Figure 1. Metal 3 (run 1).
Drawn at 3 px/um.
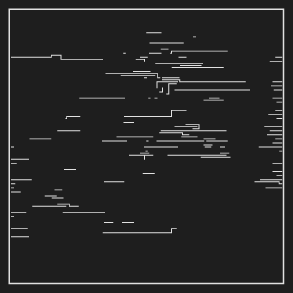
Figure 2. M2 wires (run 1).
Drawn at 3 px/um.
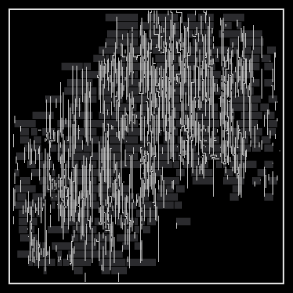
Figure 3. Gate families picked out (run 1).
Drawn at 4 px/um.
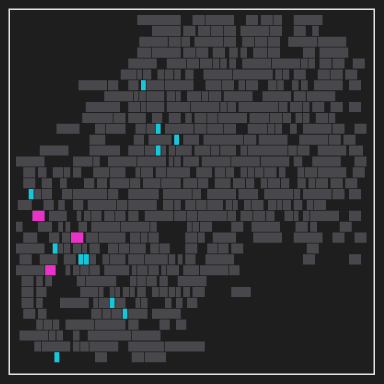
$ cat config.mk
export PLATFORM = sky130hd
export DESIGN_NAME = image_load_sequencer
export DESIGN_NICKNAME = d
export VERILOG_FILES = /design/src/rtl/image_load_pkg.sv /design/src/rtl/word_assembler.sv /design/src/rtl/image_load_sequencer.sv
export SDC_FILE = /design/constraint.sdc
export NUM_CORES = 1
export LEC_CHECK = 0
export ABC_CLOCK_PERIOD_IN_PS = 1800
export CORE_UTILIZATION = 35
export CTS_BUF_LIST = sky130_fd_sc_hd__clkbuf_8
export CTS_CLUSTER_SIZE = 24
export DETAILED_ROUTE_END_ITERATION = 12
export PLACE_DENSITY = 0.71
export SYNTH_ARGS = -nofsm -noshare
export SYNTH_HDL_FRONTEND = slang
export SYNTH_SLANG_ARGS = --single-unit
$ cat constraint.sdc
create_clock -name iCLK -period 1.8 [get_ports iCLK]
set_clock_uncertainty 0.1 [all_clocks]
set_input_delay 0.54 -clock iCLK [delete_from_list [all_inputs] [get_ports iCLK]]
set_output_delay 0.54 -clock iCLK [all_outputs]
set_load 0.02 [all_outputs]
$ cat src/rtl/image_load_pkg.sv
// Purpose : shared types and defaults for the image load sequencer slice.
// Latency : n/a (package only).
// Backpressure: n/a.
// Contents: FSM state enum, default word/frame sizes, words-per-frame helper.
package image_load_pkg;

   localparam int DEF_WORD_W     = 32;
   localparam int DEF_FRAME_BITS = 784;

   // Number of words needed to carry frameBits, rounding the last one up.
   function automatic int wordsPerFrame(input int frameBits, input int wordW);
      return (frameBits + wordW - 1) / wordW;
   endfunction

   localparam int WORDS_PER_FRAME = wordsPerFrame(DEF_FRAME_BITS, DEF_WORD_W);

   typedef enum logic [2:0] {
      IDLE,
      REQ,
      CAPTURE,
      PRESENT,
      WAIT_ACK_LOW
   } ilsState_t;

endpackage

$ cat src/rtl/word_assembler.sv
// Purpose : packs serial bits LSB-first into a WORD_W register.
// Latency : bit lands in oWord on the edge that samples iWrEn.
// Backpressure: none; the caller only writes when it wants a bit stored.
// Ports   : iCLK/iRST (sync, active-low), iClr (sync clear of word and count),
//           iWrEn/iBit (write iBit at position oBitCnt), oWord, oBitCnt,
//           oWordFull (current write position is the top bit).
module word_assembler
   import image_load_pkg::*;
#(
   parameter  int WORD_W = DEF_WORD_W,
   localparam int CNT_W  = $clog2(WORD_W)
) (
   input  logic              iCLK,
   input  logic              iRST,
   input  logic              iClr,
   input  logic              iWrEn,
   input  logic              iBit,
   output logic [WORD_W-1:0] oWord,
   output logic [CNT_W-1:0]  oBitCnt,
   output logic              oWordFull
);

   always_ff @(posedge iCLK) begin
      if (!iRST || iClr) begin
         oWord   <= '0;
         oBitCnt <= '0;
      end else if (iWrEn) begin
         oWord[oBitCnt] <= iBit;
         // Wraps to 0 after the top bit; the next word clears it anyway.
         oBitCnt        <= oBitCnt + CNT_W'(1);
      end
   end

   assign oWordFull = (oBitCnt == CNT_W'(WORD_W - 1));

endmodule

$ cat src/rtl/image_load_sequencer.sv
// Purpose : requests one image's bits, packs them into words, hands words to
//           the HPS with a four-phase valid/ack handshake, pulses frame done.
// Latency : 2 cycles per bit; first oBitRd the cycle after start, oWordValid
//           2*WORD_W cycles after the first oBitRd.
// Backpressure: bit requests stop while a word waits for ack rise and fall.
// Ports   : iCLK, iRST (sync, active-low), iStart, iAbort, iBit/oBitRd (bit
//           source), oWord/oWordValid/iWordAck/oWordIdx (HPS side), oBusy,
//           oFrameDone.
module image_load_sequencer
   import image_load_pkg::*;
#(
   parameter int WORD_W     = DEF_WORD_W,
   parameter int FRAME_BITS = DEF_FRAME_BITS,
   parameter int IDX_W      = 5
) (
   input  logic              iCLK,
   input  logic              iRST,
   input  logic              iStart,
   input  logic              iAbort,
   input  logic              iBit,
   output logic              oBitRd,
   output logic [WORD_W-1:0] oWord,
   output logic              oWordValid,
   input  logic              iWordAck,
   output logic [IDX_W-1:0]  oWordIdx,
   output logic              oBusy,
   output logic              oFrameDone
);

   localparam int CNT_W = $clog2(WORD_W);
   localparam int TOT_W = $clog2(FRAME_BITS + 1);

   ilsState_t        state;
   logic [TOT_W-1:0] total;
   logic [CNT_W-1:0] bitCnt;
   logic             wordFull;
   logic             asmClr;
   logic             asmWr;
   logic             startOk;
   logic             lastBit;
   logic             abortNow;

   // A start is only taken with the ack low, so a leftover ack from the HPS
   // cannot complete a handshake that never happened. Abort beats start.
   assign startOk  = iStart && !iWordAck && !iAbort;
   assign abortNow = iAbort && (state != IDLE);
   assign lastBit  = (total == TOT_W'(FRAME_BITS - 1));
   assign asmWr    = (state == CAPTURE) && !iAbort;

   // The word register is cleared at frame start, between words, and on abort.
   always_comb begin
      asmClr = 1'b0;
      case (state)
         IDLE:         asmClr = startOk;
         WAIT_ACK_LOW: asmClr = !iWordAck && (total != TOT_W'(FRAME_BITS));
         default:      asmClr = 1'b0;
      endcase
      if (abortNow) asmClr = 1'b1;
   end

   word_assembler #(
      .WORD_W (WORD_W)
   ) uAsm (
      .iCLK      (iCLK),
      .iRST      (iRST),
      .iClr      (asmClr),
      .iWrEn     (asmWr),
      .iBit      (iBit),
      .oWord     (oWord),
      .oBitCnt   (bitCnt),
      .oWordFull (wordFull)
   );

   always_ff @(posedge iCLK) begin
      if (!iRST) begin
         state      <= IDLE;
         total      <= '0;
         oWordIdx   <= '0;
         oBitRd     <= 1'b0;
         oWordValid <= 1'b0;
         oBusy      <= 1'b0;
         oFrameDone <= 1'b0;
      end else begin
         oBitRd     <= 1'b0;
         oFrameDone <= 1'b0;
         if (abortNow) begin
            state      <= IDLE;
            total      <= '0;
            oWordIdx   <= '0;
            oWordValid <= 1'b0;
            oBusy      <= 1'b0;
         end else begin
            case (state)
               IDLE: begin
                  if (startOk) begin
                     state    <= REQ;
                     total    <= '0;
                     oWordIdx <= '0;
                     oBitRd   <= 1'b1;
                     oBusy    <= 1'b1;
                  end
               end
               REQ: begin
                  state <= CAPTURE;
               end
               CAPTURE: begin
                  total <= total + TOT_W'(1);
                  // The final word stops early; its upper bits stay cleared.
                  if (wordFull || lastBit) begin
                     state      <= PRESENT;
                     oWordValid <= 1'b1;
                  end else begin
                     state  <= REQ;
                     oBitRd <= 1'b1;
                  end
               end
               PRESENT: begin
                  if (iWordAck) begin
                     state      <= WAIT_ACK_LOW;
                     oWordValid <= 1'b0;
                  end
               end
               WAIT_ACK_LOW: begin
                  if (!iWordAck) begin
                     if (total == TOT_W'(FRAME_BITS)) begin
                        state      <= IDLE;
                        oBusy      <= 1'b0;
                        oFrameDone <= 1'b1;
                     end else begin
                        state    <= REQ;
                        oBitRd   <= 1'b1;
                        oWordIdx <= oWordIdx + IDX_W'(1);
                     end
                  end
               end
               default: begin
                  state <= IDLE;
               end
            endcase
         end
      end
   end

endmodule

==> Slide: Implementation Results, run 1 <==
Run Summary

Outcome
  – Status: complete, but fails checks
  – Failing checks: negative setup slack

Clock network
  – CTS max path bufs: 2
  – Clk sinks: 59
  – H-tree depth: 3
  – CTS tree: yes
  – TritonCTS Buffers: 9
  – Register clock-pin slew on the reported worst setup and hold paths: around 0.08 ns
  – Clk root buf: clkbuf_8

Synth
  – Area contributors post-synth: dfxtp_1, a21oi_1, nand4_1, o21ai_0, nand3_1
  – Library cells used by synthesis: about 44
  – Most instantiated library cell after synthesis: dfxtp_1
  – Syn nets: around 350
  – Chip area line of the yosys report: 2770 um^2
  – Synth async-reset ratio: 0%
  – Post-synth regs: between 50 and 60
  – Post-Synthesis Cells: roughly 330
  – Dominant cell area share: 42.7%
  – Post-synthesis instance area: approximately 2800 um^2
  – Register area share after synthesis: between 40 and 50%
  – Syn avg cell area: ~8.4 um^2
  – Number of enable flip-flop cells: 0
  – Cell type with the largest total area: dfxtp_1
  – Yosys warns: 0
  – # Cells Yosys: approximately 330

Pwr
  – Leak: 1.77 nW
  – Total power: around 3.0 mW

Worst hold path
  – Hold_sp: uAsm.oWord[29]
  – Hold WC Path Type: reg -> reg
  – Worst hold stages: 2

Worst setup path
  – R2r setup slk: -0.05 ns
  – R2R Path End: uAsm.oWord[27]
  – Crit path launch type: flop
  – R2R depth: 10
  – CP delay by family, top: buffers and inverters
  – CP cell instances: inv_2 > ha_4 > nand4bb_4 > o31ai_4 > buf_12 > nand3_4 > buf_12 > buf_12 > buf_16 > a21oi_2
  – Count of buffer and inverter cells on the critical path: 5
  – Cell count along the critical path: 10
  – Worst stage delay on the critical path: approximately 0.33 ns
  – Worst-path fanout max: 5
  – Crit path DAT: about 2.0 ns
  – Worst setup EP type: flop
  – Crit Reg-Reg Startpoint: total[1]
  – WS Path Type: reg -> reg

Global routing
  – Gr ovfl total: 0
  – Gr usage total: between 20% and 30%
  – Largest net degree at the start of global routing: 33
  – First-pass GRT wire length: between 10 and 15 mm
  – Initial antenna violation count: 0
  – Vias in the first global route: between 2,000 and 3,000

STA
  – Final Setup Violations: 19
  – Slew Viols, Final: 0
  – Final min period: roughly 1.8 ns
  – Fin Setup TNS: -0.424 ns
  – Final number of hold-violating endpoints: 0
  – Unrepaired setup endpoints after global routing: true
  – FMAX: between 500 and 600 MHz
  – Worst-margin pin slew: 0.419 ns
  – Final worst setup slack: -0.0499 ns

Route
  – WL/cell: ~17 um
  – Initial DRC count: approximately 230
  – Antenna Nets Post-Route: 0
  – DRC: 0
  – Drt pass-1 iters: 5

Floorplanning
  – Core Density at Floorplan: approximately 36%
  – Site Rows: 32
  – Full die area: 8260 um^2
  – Top-level I/O count: 47
  – Core area: between 7000 and 8000 um^2
  – Die X: between 90 and 100 um

Place
  – IO buf count: between 40 and 50
  – DP Wirelength: roughly 5.1 mm

Cells and area
  – Fin nets: between 400 and 500
  – Ratio of cells with drive above 1 in the final layout: 37.5%
  – Number of diodes: 0

Job
  – Max-cap viol count: 0
  – Log Warnings: 33
## Picture notes: Figure 1
share of all routed wire: 7.4%
longest straight run: 24.8 um
nets with wire on the layer: 78
routed wire length: 9.14 mm
met3 usage: 5.47%
via count: 3,063

## Picture notes: Figure 2
share of all routed wire: 49%
nets with wire on the layer: 397
wire length on this layer: 4,440 um
grt met2 use: 35.0%

## Picture notes: Figure 3
legend:
  cyan:
    family: inverters
    cells: 11
  magenta:
    family: AND-OR and OR-AND gates
    cells: 3

==> run 1: timing repair <==
action,CTS,global route
pin swaps,11,23
gates cloned,6,0
gates resized,91,66
hold endpoints to repair,0,0
setup buffers,11,7
setup endpoints to repair,90,48
hold buffers,0,0
==> run 1: worst max-delay path by stage <==
stage,startpoint,to
finish,total[1],uAsm.oWord[27]
detailed placement,iAbort,uAsm.oWord[1]
global route,state[0],uAsm.oWord[27]
floorplan,iAbort,uAsm.oWord[3]
CTS,total[1],uAsm.oWord[21]
global placement,iAbort,uAsm.oWord[3]
==> run 1: layout make-up <==
| cell class | count | area (um^2) |
|---|---|---|
| multi-input cells | 239 | 1770 |
| inverters | 11 | 41.3 |
| clock inverters | 7 | 100 |
| flip-flops and latches | 59 | 1190 |
| fillers | 653 | 3200 |
| well taps | 102 | 128 |
| clock buffers | 9 | 124 |
| repair buffers | 115 | 1140 |
==> run 1: routing by layer <==
layer	vias to the layer above	track usage [%]	share of wire, %
met2	164	35.0	49
met3	17	5.47	7.4
met1	1449	26.4	43
met4	0	8.73	1.5
li1	1433	-	-
met5	-	0	0
==> run 1: per-stage QoR <==
| step | area, um^2 | instances | setup WS (ns) | hold WS [ns] | utilization, % |
|---|---|---|---|---|---|
| finish | 4490 | 542 | -0.0499 | 0.363 | 58.4 |
| global route | 4490 | 542 | -0.163 | 0.384 | 58.4 |
| CTS | 4270 | 538 | -0.0878 | 0.373 | 55.6 |
| detailed placement | 3650 | 506 | -0.793 | 0.369 | 47.4 |
| global placement | 3650 | 506 | -0.753 | 0.364 | 47.4 |
| floorplan | 2780 | 331 | -0.119 | 0.365 | - |
==> run 1: placed cells by master, fill, tap and decap left out, types with 5 or more instances in the layout <==
cell type,count
and3_1,6
nand4_1,21
buf_4,47
o21ai_1,17
ha_1,6
dlygate4sd2_1,41
dfxtp_1,55
buf_6,10
nor2b_1,5
buf_12,8
nand3_1,21
nand2_1,16
nor2_1,11
inv_1,9
o21ai_2,13
a21oi_1,23
o21ai_0,10
clkbuf_8,9
a21oi_2,29
==> run 1: registers in the layout, indices dropped and copies added, names as in the netlist <==
register,count
uAsm.oWord,32
total,10
oWordIdx,5
uAsm.oBitCnt,5
state,3
oBitRd,1
oBusy,1
oFrameDone,1
oWordValid,1
==> run 1: where the power goes <==
part | switching, mW | leakage (nW) | total (mW) | internal [mW]
Sequential | 0.00320 | 0.477 | 1.31 | 1.31
Clock | 0.593 | 0.114 | 1.38 | 0.791
Combinational | 0.137 | 1.17 | 0.278 | 0.141
==> run 1: worst min-delay path: cells and delay by family (launching register included) <==
family / cells / cell delay, ns
compound gates: 2 / 0.10
flops: 1 / 0.32
==> run 1: cell families after synthesis <==
group                    synth area share, %
AND-OR/OR-AND                           21.8
XOR/XNOR                               0.950
adder cells (fa/ha/maj)                 3.62
buffers and inverters                   5.11
flip-flops                              42.7
AND/OR/NAND/NOR                         25.8
==> run 1 -> run 2 <==
CAP_MARGIN = 25   (was not set)
Figure 4. Gate families picked out (run 2).
Drawn at 4 px/um.
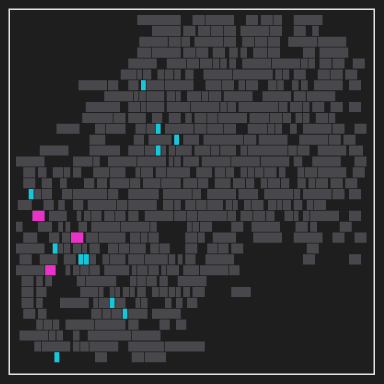
legend:
  magenta:
    family: AND-OR and OR-AND gates
    cells: 3
  cyan:
    family: inverters
    cells: 11

Figure 5. Drive-strength map (run 2).
Drawn at 4 px/um.
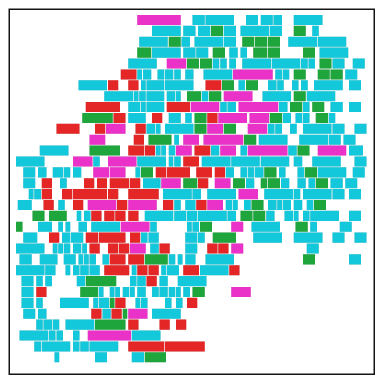
legend:
  cyan:
    size: _0 and _1 cells
    cells: 275
    share: 63%
  red:
    size: _3 and _4 cells
    cells: 69
    share: 16%
  magenta:
    size: _6 and larger
    cells: 35
    share: 8.0%
  green:
    size: _2 cells
    cells: 61
    share: 14%
final worst setup slack: -0.0499 ns
number of non-clock buffers: 115
design area: 4490 um^2
Area Overhead vs Synth: 62.4%

==> run 2 against run 1 <==
  * The flow still finishes with violations (negative setup slack)
  * Worst hold slack is the same
  * Combinational power is essentially flat
  * Non-clock buffer count is the same
  * Die size is the same
  * Total power is the same
  * Critical path depth is the same
  * Clock-buffer cell count is the same
  * Final cell count is the same
  * Core utilization is the same
  * Sequential cell count is the same
  * First-iteration DRC count is the same
  * Fmax is the same
  * Largest cell class unchanged
==> Slide: Implementation Results, run 2 <==
Run Summary

Outcome
  – Status: complete, but fails checks
  – Failing checks: negative setup slack

STA
  – Final worst setup slack: -0.0499 ns (unchanged)
  – Final Setup Violations: 19 (unchanged)
  – FMAX: 541 MHz (unchanged)
  – Worst-margin pin slew: 0.419 ns (unchanged)
  – Unrepaired setup endpoints after global routing: true
  – Final number of hold-violating endpoints: 0 (unchanged)
  – Slew Viols, Final: 0 (unchanged)
  – Worst hold slack: 0.363 ns (unchanged)
  – Final min period: 1.85 ns (unchanged)

Cells and area
  – Most frequent cells in the layout: dfxtp_1, buf_4, dlygate4sd2_1
  – Fillers: 653 (unchanged)
  – Number of diodes: 0 (unchanged)
  – Final cell count without fillers: 542 (unchanged)
  – Max reg flops: 32 (unchanged)
  – Biggest regs: uAsm.oWord (32), total (10)
  – Most frequent logic cell in the layout: dfxtp_1
  – Fin nets: 449 (unchanged)
  – Reg with most FFs: uAsm.oWord
  – Ratio of cells with drive above 1 in the final layout: 37.5% (unchanged)

Clock network
  – TritonCTS Buffers: 9 (unchanged)
  – Hold-fix buffers at CTS: 0 (unchanged)
  – H-tree depth: 3 (unchanged)
  – CTS max path bufs: 2 (unchanged)
  – Clk sinks: 59 (unchanged)
  – Clk root buf: clkbuf_8
  – CTS tree: yes

Synth
  – Post-synth regs: 59 (unchanged)
  – Chip area line of the yosys report: 2770 um^2 (unchanged)
  – # Cells Yosys: 331 (unchanged)
  – Area contributors post-synth: dfxtp_1, a21oi_1, nand4_1, o21ai_0, nand3_1
  – Syn avg cell area: 8.36 um^2 (unchanged)
  – Synth async-reset ratio: 0% (unchanged)
  – Dominant cell area share: 42.7% (unchanged)
  – Most instantiated library cell after synthesis: dfxtp_1
  – Yosys warns: 0 (unchanged)
  – Post-synthesis instance area: 2770 um^2 (unchanged)
  – Cell type with the largest total area: dfxtp_1
  – Post-Synthesis Cells: 331 (unchanged)
  – Syn nets: 345 (unchanged)
  – Number of enable flip-flop cells: 0 (unchanged)
  – Register area share after synthesis: 42.7% (unchanged)

Global routing
  – Vias in the first global route: 2,889 (unchanged)
  – Initial antenna violation count: 0 (unchanged)
  – Gr ovfl total: 0 (unchanged)

Worst setup path
  – Worst stage delay on the critical path: 0.33 ns (about the same)
  – Worst-path fanout max: 5 (unchanged)
  – Critical Path Start: total[1]
  – Count of buffer and inverter cells on the critical path: 5 (unchanged)
  – CP cell instances: inv_2 > ha_4 > nand4bb_4 > o31ai_4 > buf_12 > nand3_4 > buf_12 > buf_12 > buf_16 > a21oi_2
  – CP delay by family, top: buffers and inverters
  – R2R Path End: uAsm.oWord[27]
  – Cell count along the critical path: 10 (unchanged)
  – Crit path launch type: flop
  – R2R depth: 10 (unchanged)
  – Crit path DAT: 2.03 ns (about the same)
  – Crit Reg-Reg Startpoint: total[1]
  – Worst setup EP type: flop
  – WS Path Type: reg -> reg
  – R2r setup slk: -0.05 ns (about the same)

Route
  – Antenna Nets Post-Route: 0 (unchanged)
  – Vias per cell: about 5.7
  – Drt pass-1 iters: 5 (unchanged)
  – Initial DRC count: 225 (unchanged)
  – WL/cell: 16.9 um (unchanged)
  – Via count: 3,063 (unchanged)

Floorplanning
  – Core area: 7690 um^2 (unchanged)
  – Site Rows: 32 (unchanged)
  – Full die area: 8260 um^2 (unchanged)
  – Core Density at Floorplan: 36.0% (unchanged)
  – Top-level I/O count: 47 (unchanged)
  – Die X: 90.9 um (unchanged)

Job
  – Log Warnings: 33 (unchanged)
  – Max-cap viol count: 0 (unchanged)

Place
  – DP Wirelength: 5.07 mm (unchanged)
  – Placed cell count: 506 (unchanged)

Worst hold path
  – Worst hold stages: 2 (unchanged)
  – Hold_sp: uAsm.oWord[29]
  – Hold WC Path Type: reg -> reg

Pwr
  – Leak: 1.77 nW (unchanged)
Figure 6. Track usage over the die (run 2).
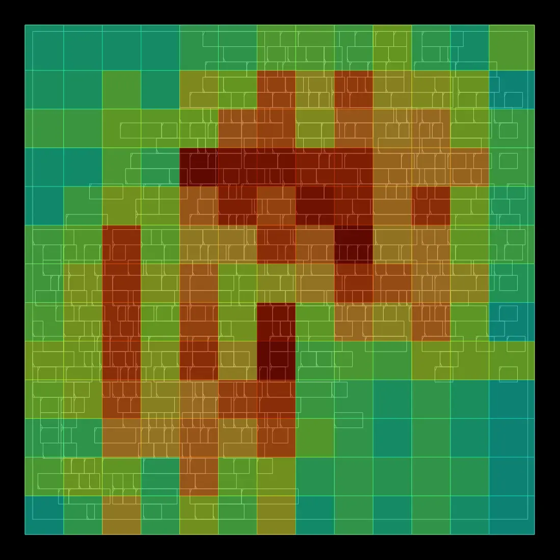
grt met1 use: 26.4%
gr usage total: 21.3%

[run 2: cell counts in the layout (fill, tap and decap cells not counted)]
Identical to the previous run, type by type.
[run 2: final cells by class]
cell class	instances	area, um^2	share of cell area, %
timing repair buffer	115	1140	25.4
sequential	59	1190	26.4
multi-input combinational	239	1770	39.5
clock inverter	7	100	2.23
tap	102	128	2.84
clock buffer	9	124	2.76
inverter	11	41.3	0.919
[run 2: worst max-delay path by stage]
stage                endpoint  slack [ns]
6_report       uAsm.oWord[27]       -0.05
5_1_grt        uAsm.oWord[27]       -0.16
4_1_cts        uAsm.oWord[21]       -0.09
3_5_place_dp    uAsm.oWord[1]       -0.79
3_3_place_gp    uAsm.oWord[3]       -0.75
2_1_floorplan   uAsm.oWord[3]       -0.12
[run 2: stage by stage]
stage	total power [mW]	area [um^2]	utilization, %	TNS [ns]	setup WS (ns)
final	2.97	4490	58.4	-0.424	-0.0499
after global routing	3.08	4490	58.4	-2.35	-0.163
after CTS	2.97	4270	55.6	-0.758	-0.0878
after detailed placement	1.49	3650	47.4	-28.80	-0.793
after global placement	1.49	3650	47.4	-29.83	-0.753
after floorplan	1.42	2780	-	-1.71	-0.119
[run 2: layer usage]
metal  wire length, um  part of all wire (%)  GRT usage [%]
met5                 0                     0              0
met4               135                   1.5           8.73
met3               675                   7.4           5.47
met2              4440                    49           35.0
met1              3890                    43           26.4
[run 2: power by group]
part           switching (mW)  internal (mW)
clock                   0.593          0.791
combinational           0.137          0.141
sequential            0.00320           1.31
[run 2: cells by family (layout without fill, tap and decap cells)]
group | count (synthesis) | after routing | share of synthesized area, %
DFF | 59 | 59 | 42.7
AOI/OAI and AO/OA | 111 | 111 | 21.8
xor gates and xnor gates | 3 | 3 | 0.950
adders and majority gates | 8 | 8 | 3.62
buffers and inverters | 33 | 142 | 5.11
and+or+nand+nor | 117 | 117 | 25.8
[run 2: worst register-to-register path, stage by stage (launching register included)]
cell and delay [ns]:
dfxtp_2 0.33, inv_2 0.07, ha_4 0.13, nand4bb_4 0.14, o31ai_4 0.26, buf_12 0.15
nand3_4 0.07, buf_12 0.16, buf_12 0.14, buf_16 0.13, a21oi_2 0.11
[run 2: what timing repair did]
action                                 4_1_cts  5_1_grt
setup endpoints to repair                   90       48
endpoints found under the hold margin        0        0
setup buffers                               11        7
cloned                                       6        0
pin swaps                                   11       23
resized                                     91       66
Power is estimated from default activity; no workload was simulated.
